`src/rtl/led_bar_phase_ctrl.sv`:
```
// led_bar_phase_ctrl: 13-LED bar phase sequencer (charge/armed/discharge/done/fail) with tick prescaler
// Ports: CLOCK, RESET (async, active-high); start/correct/abort requests;
//        LED[12:0] bar (bit 12 leftmost); phase[2:0]; empty (DONE); fail (FAIL); tick (prescaler pulse)
module led_bar_phase_ctrl #(
    parameter int TICK_DIV      = 10_000_000,
    parameter int TIMEOUT_TICKS = 50
) (
    input  logic        CLOCK,
    input  logic        RESET,
    input  logic        start,
    input  logic        correct,
    input  logic        abort,
    output logic [12:0] LED,
    output logic [2:0]  phase,
    output logic        empty,
    output logic        fail,
    output logic        tick
);
    localparam int CW = $clog2(TICK_DIV);
    localparam int TW = $clog2(TIMEOUT_TICKS + 1);
    localparam logic [2:0] IDLE      = 3'd0;
    localparam logic [2:0] CHARGE    = 3'd1;
    localparam logic [2:0] ARMED     = 3'd2;
    localparam logic [2:0] DISCHARGE = 3'd3;
    localparam logic [2:0] DONE      = 3'd4;
    localparam logic [2:0] FAILED    = 3'd5;
    logic [2:0]    phase_q, phase_d;
    logic [12:0]   led_q, led_d;
    logic [CW-1:0] cnt_q, cnt_d;
    logic [TW-1:0] to_q, to_d, to_inc;
    logic          empty_q, fail_q;
    assign tick   = (phase_q != IDLE) && (cnt_q == CW'(TICK_DIV - 1));
    assign to_inc = to_q + TW'(1);
    assign LED    = led_q;
    assign phase  = phase_q;
    assign empty  = empty_q;
    assign fail   = fail_q;
    always_comb begin
        phase_d = phase_q;
        led_d   = led_q;
        to_d    = to_q;
        cnt_d   = (phase_q == IDLE || tick) ? '0 : cnt_q + CW'(1);
        if (abort) begin
            phase_d = IDLE;
            led_d   = '0;
            cnt_d   = '0;
            to_d    = '0;
        end else if (start && (phase_q == IDLE || phase_q == DONE || phase_q == FAILED)) begin
            phase_d = CHARGE;
            led_d   = '0;
            cnt_d   = '0;
            to_d    = '0;
        end else begin
            case (phase_q)
                IDLE: begin
                    led_d = '0;
                    to_d  = '0;
                end
                CHARGE: if (tick) begin
                    led_d   = {led_q[11:0], 1'b1};
                    phase_d = &led_q[11:0] ? ARMED : CHARGE;
                    to_d    = '0;
                end
                ARMED: if (tick) begin
                    phase_d = correct ? DISCHARGE : (to_inc == TW'(TIMEOUT_TICKS)) ? FAILED : ARMED;
                    led_d   = correct ? led_q >> 1 : led_q;
                    to_d    = correct ? '0 : to_inc;
                end
                DISCHARGE: if (tick) begin
                    phase_d = correct ? ((led_q >> 1) == '0 ? DONE : DISCHARGE) : ARMED;
                    led_d   = correct ? led_q >> 1 : 13'h1FFF;
                    to_d    = '0;
                end
                DONE: led_d = '0;
                FAILED: if (tick) led_d = ~led_q;
                default: begin
                    phase_d = IDLE;
                    led_d   = '0;
                    cnt_d   = '0;
                    to_d    = '0;
                end
            endcase
        end
    end
    always_ff @(posedge CLOCK or posedge RESET) begin
        if (RESET) begin
            phase_q <= IDLE;
            led_q   <= '0;
            cnt_q   <= '0;
            to_q    <= '0;
            empty_q <= 1'b0;
            fail_q  <= 1'b0;
        end else begin
            phase_q <= phase_d;
            led_q   <= led_d;
            cnt_q   <= cnt_d;
            to_q    <= to_d;
            empty_q <= (phase_d == DONE);
            fail_q  <= (phase_d == FAILED);
        end
    end
endmodule

```
`config.mk`:
```
export PLATFORM = sky130hd
export DESIGN_NAME = led_bar_phase_ctrl
export DESIGN_NICKNAME = d
export VERILOG_FILES = /design/src/rtl/led_bar_phase_ctrl.sv
export SDC_FILE = /design/constraint.sdc
export NUM_CORES = 1
export LEC_CHECK = 0
export ABC_CLOCK_PERIOD_IN_PS = 6300
export CAP_MARGIN = 10
export CORE_MARGIN = 10
export CORE_UTILIZATION = 55
export DETAILED_ROUTE_END_ITERATION = 8
export PLACE_DENSITY = 0.8
export SYNTH_ARGS = -nofsm -noshare
export SYNTH_HDL_FRONTEND = slang
export SYNTH_SLANG_ARGS = --single-unit
```
`constraint.sdc`:
```
create_clock -name CLOCK -period 6.3 [get_ports CLOCK]
set_input_delay 1.26 -clock CLOCK [delete_from_list [all_inputs] [get_ports CLOCK]]
set_output_delay 1.26 -clock CLOCK [all_outputs]
set_load 0.05 [all_outputs]
```
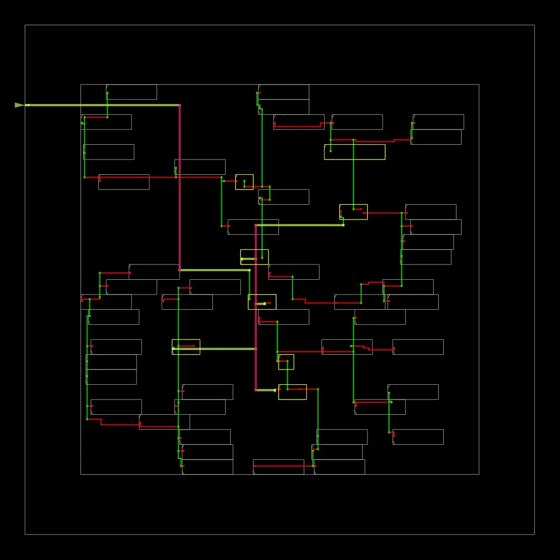
(clock nets)
Clock buffer cells: 5
Num CTS Buffers: 5

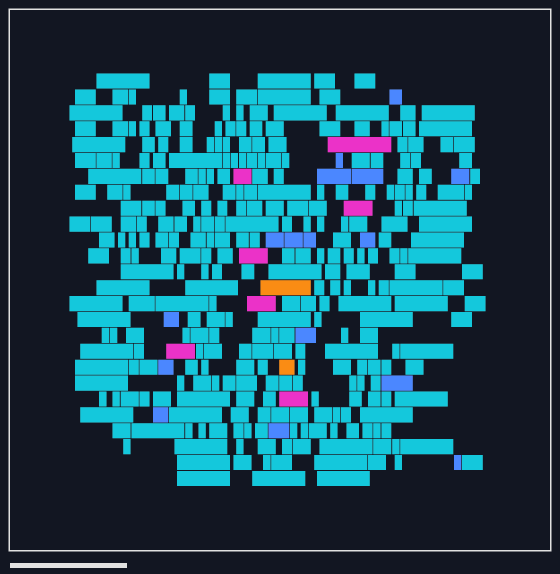
(drive-strength map)
Bar = 20 um.
[x1 and smaller] cyan | cells: 311 | share: 93% | most used: dfrtp_1
[x6 and larger] magenta | cells: 7 | share: 2.1% | most used: clkbuf_8
[x3 and x4] orange | cells: 2 | share: 0.60%
[x2] blue | cells: 16 | share: 4.8%
post-route design area: 3220 sq um
nonclk buf count: 23
Area growth, synth to finish: 11.5%
setup ws final: 2.37 ns

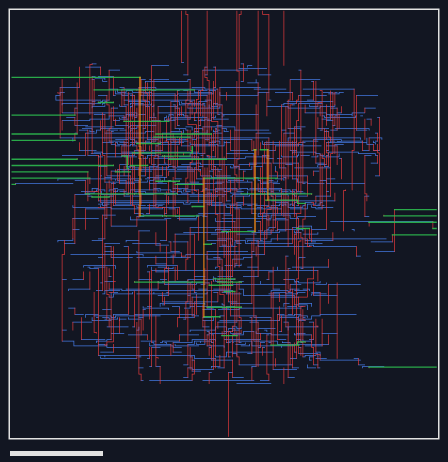
(wiring by layer)
Bar = 20 um.
[M4] orange | wire length: 88.4 um
[M3] green | wire length: 458 um
[M1] blue | wire length: 2980 um
[M2] red | wire length: 2940 um

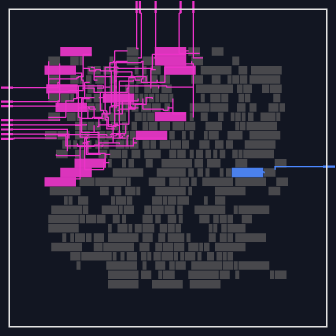
(nets reached from selected ports)
[`LED`] magenta | bits: 13 | direction: output | edge: 8 left, 5 top | end cells: 13 | buffers: 13 | wire: 939 um
[`empty`] blue | bits: 1 | direction: output | edge: right | end cells: 1 | buffers: 1 | wire: 16.1 um

==> impl_metrics.yaml <==
# physical design summary
global_routing:
  grt_pass1_vias: 2398
  grt_first_pass_wirelength_um: 11300
  track_usage: 0.156
timing:
  rsz0062_at_grt: "no"
  setup_viol: 0
  fmaxAchievable_ghz: 0.254
  finalMaxSlewViolations: 0
  hold_viol: 0
  finClkSkew_ns: 0.00920
  min_period_ns: 3.93
  tightest_slew_ns: 1.01
  tns_ns: 0
final_layout:
  register_area_sq_um: 1200
  drive_above_1_share: 0.0744
  layout_top_cell: "dfrtp_1"
  mi_logic_area_sq_um: 1550
  diodes: 0
  fillers: 460
  layout.cells.non_filler: 406
floorplan:
  num_rows: 26
  die_h_um: 92.4
  top_level_ports: 24
  fp_util: 0.564
clock_network:
  path_clk_slew_ns: 0.09
  h-tree-depth: 2
  clkSinkCount: 48
  clock.latency.late_pin_ns: 0.31
  cts_root_buffer: "clkbuf_8"
  cts_tree: "done"
  clk_path_buf_depth: 2
setup_path:
  end_kind: "primary output"
  cp-start-kind: "flop"
  crit_chain: "or4b_1, nor2_1, nor4b_4, clkdlybuf4s50_1"
  max_stage_delay_ns: 0.89
  critPathArrivalTime_ns: 2.67
  cp_data_required_time_ns: 5.04
  critPathSlowestCell: "clkdlybuf4s50_1"
routing:
  drtIter0Drc: 172
  postRouteWirelength_um: 6460
  wl_per_cell_um: 15.9
  drc: 0
  postRouteAntennaNets: 0
  dr_total_vias: 2495
  viasPerCell: 6.15
synth:
  synthTopCellsByCount: "48 x dfrtp_1, 43 x nor2_1, 23 x nand2_1"
  ys_cells: 320
  flop_cell: "dfrtp_1"
  async_flop_share: 1.00
  post_synth.cell_area_avg_sq_um: 9.01
  ys_area_sq_um: 2880
  top_cell_area_share: 0.417
  netlist_area_sq_um: 2880
  synth-edff-count: 0
  yosysTopAreaCell: "dfrtp_1"
  synthCells: 320
  synth.top_cells.by_area: "dfrtp_1 42%, nor2_1 5.6%, xor2_1 3.9%"
  synth.distinct_cells: 58
  synth_top_cell_by_count: "dfrtp_1"
run:
  warning_count: 27
power_and_ir_drop:
  total_power_mw: 0.575
  cellPowerDensity_nw_per_um2: 179
  leakage_nw: 1.24
  max-vdd-ir-drop_uv: 108
placement:
  gp_congestion: 0.905
  dp.cells: 398
  dp_hpwl_um: 4500
min_path:
  worstHoldPathType: "flop to flop"
run_status:
  status: "finished clean"
layer usage:
metal | wire, um | up-vias | global-route usage
met3 | 458 | 11 | 0.0436
met5 | 0 | - | 0
met1 | 2980 | 1203 | 0.208
li1 | - | 1195 | -
met2 | 2940 | 86 | 0.235
met4 | 88 | 0 | 0.0591
report_power, final:
| group | total, mW | internal (mW) | switching [mW] |
|---|---|---|---|
| combinational | 0.0340 | 0.00908 | 0.0249 |
| sequential | 0.312 | 0.309 | 0.00284 |
| clock | 0.230 | 0.120 | 0.110 |
| total | 0.575 | 0.438 | 0.138 |
registers in the layout, summed over array words and instances (netlist names):
name,flops
cnt_q,24
LED,13
to_q,6
phase,3
empty,1
fail,1
final timing paths:
path                            startpoint   endpoint  slack, ns  cells past startpoint
min in group asynchronous            RESET  cnt_q[18]       1.49                      2
worst max-delay path              cnt_q[7]       tick       2.37                      4
max in group asynchronous            RESET  cnt_q[10]       4.18                      2
worst min register to register     to_q[5]    to_q[5]       0.52                      1
worst max register to register    phase[1]     LED[4]       3.38                      6
worst min-delay path               to_q[5]    to_q[5]       0.52                      1
cell families after synthesis:
logic type,Yosys count,synth area share
xor gates and xnor gates,22,0.0668
buffers and inverters,23,0.0451
muxes,2,0.00694
DFF,48,0.417
adders and majority gates,3,0.0130
AOI/OAI and AO/OA,77,0.181
and+or+nand+nor,145,0.271
final cells by class:
cell class                 count  area share
timing repair buffer          23      0.0716
multi-input combinational    249       0.482
inverter                       8     0.00934
clock buffer                   5      0.0214
tap                           70      0.0272
clock inverter                 3      0.0144
sequential                    48       0.374
metrics by stage:
stage               setup slack (ns)  area, sq um   util
global placement                2.62         3100  0.607
finish                          2.37         3220  0.630
CTS                             2.36         3220  0.630
global route                    2.27         3220  0.630
detailed placement              2.47         3100  0.607
floorplan                       3.30         2880      -
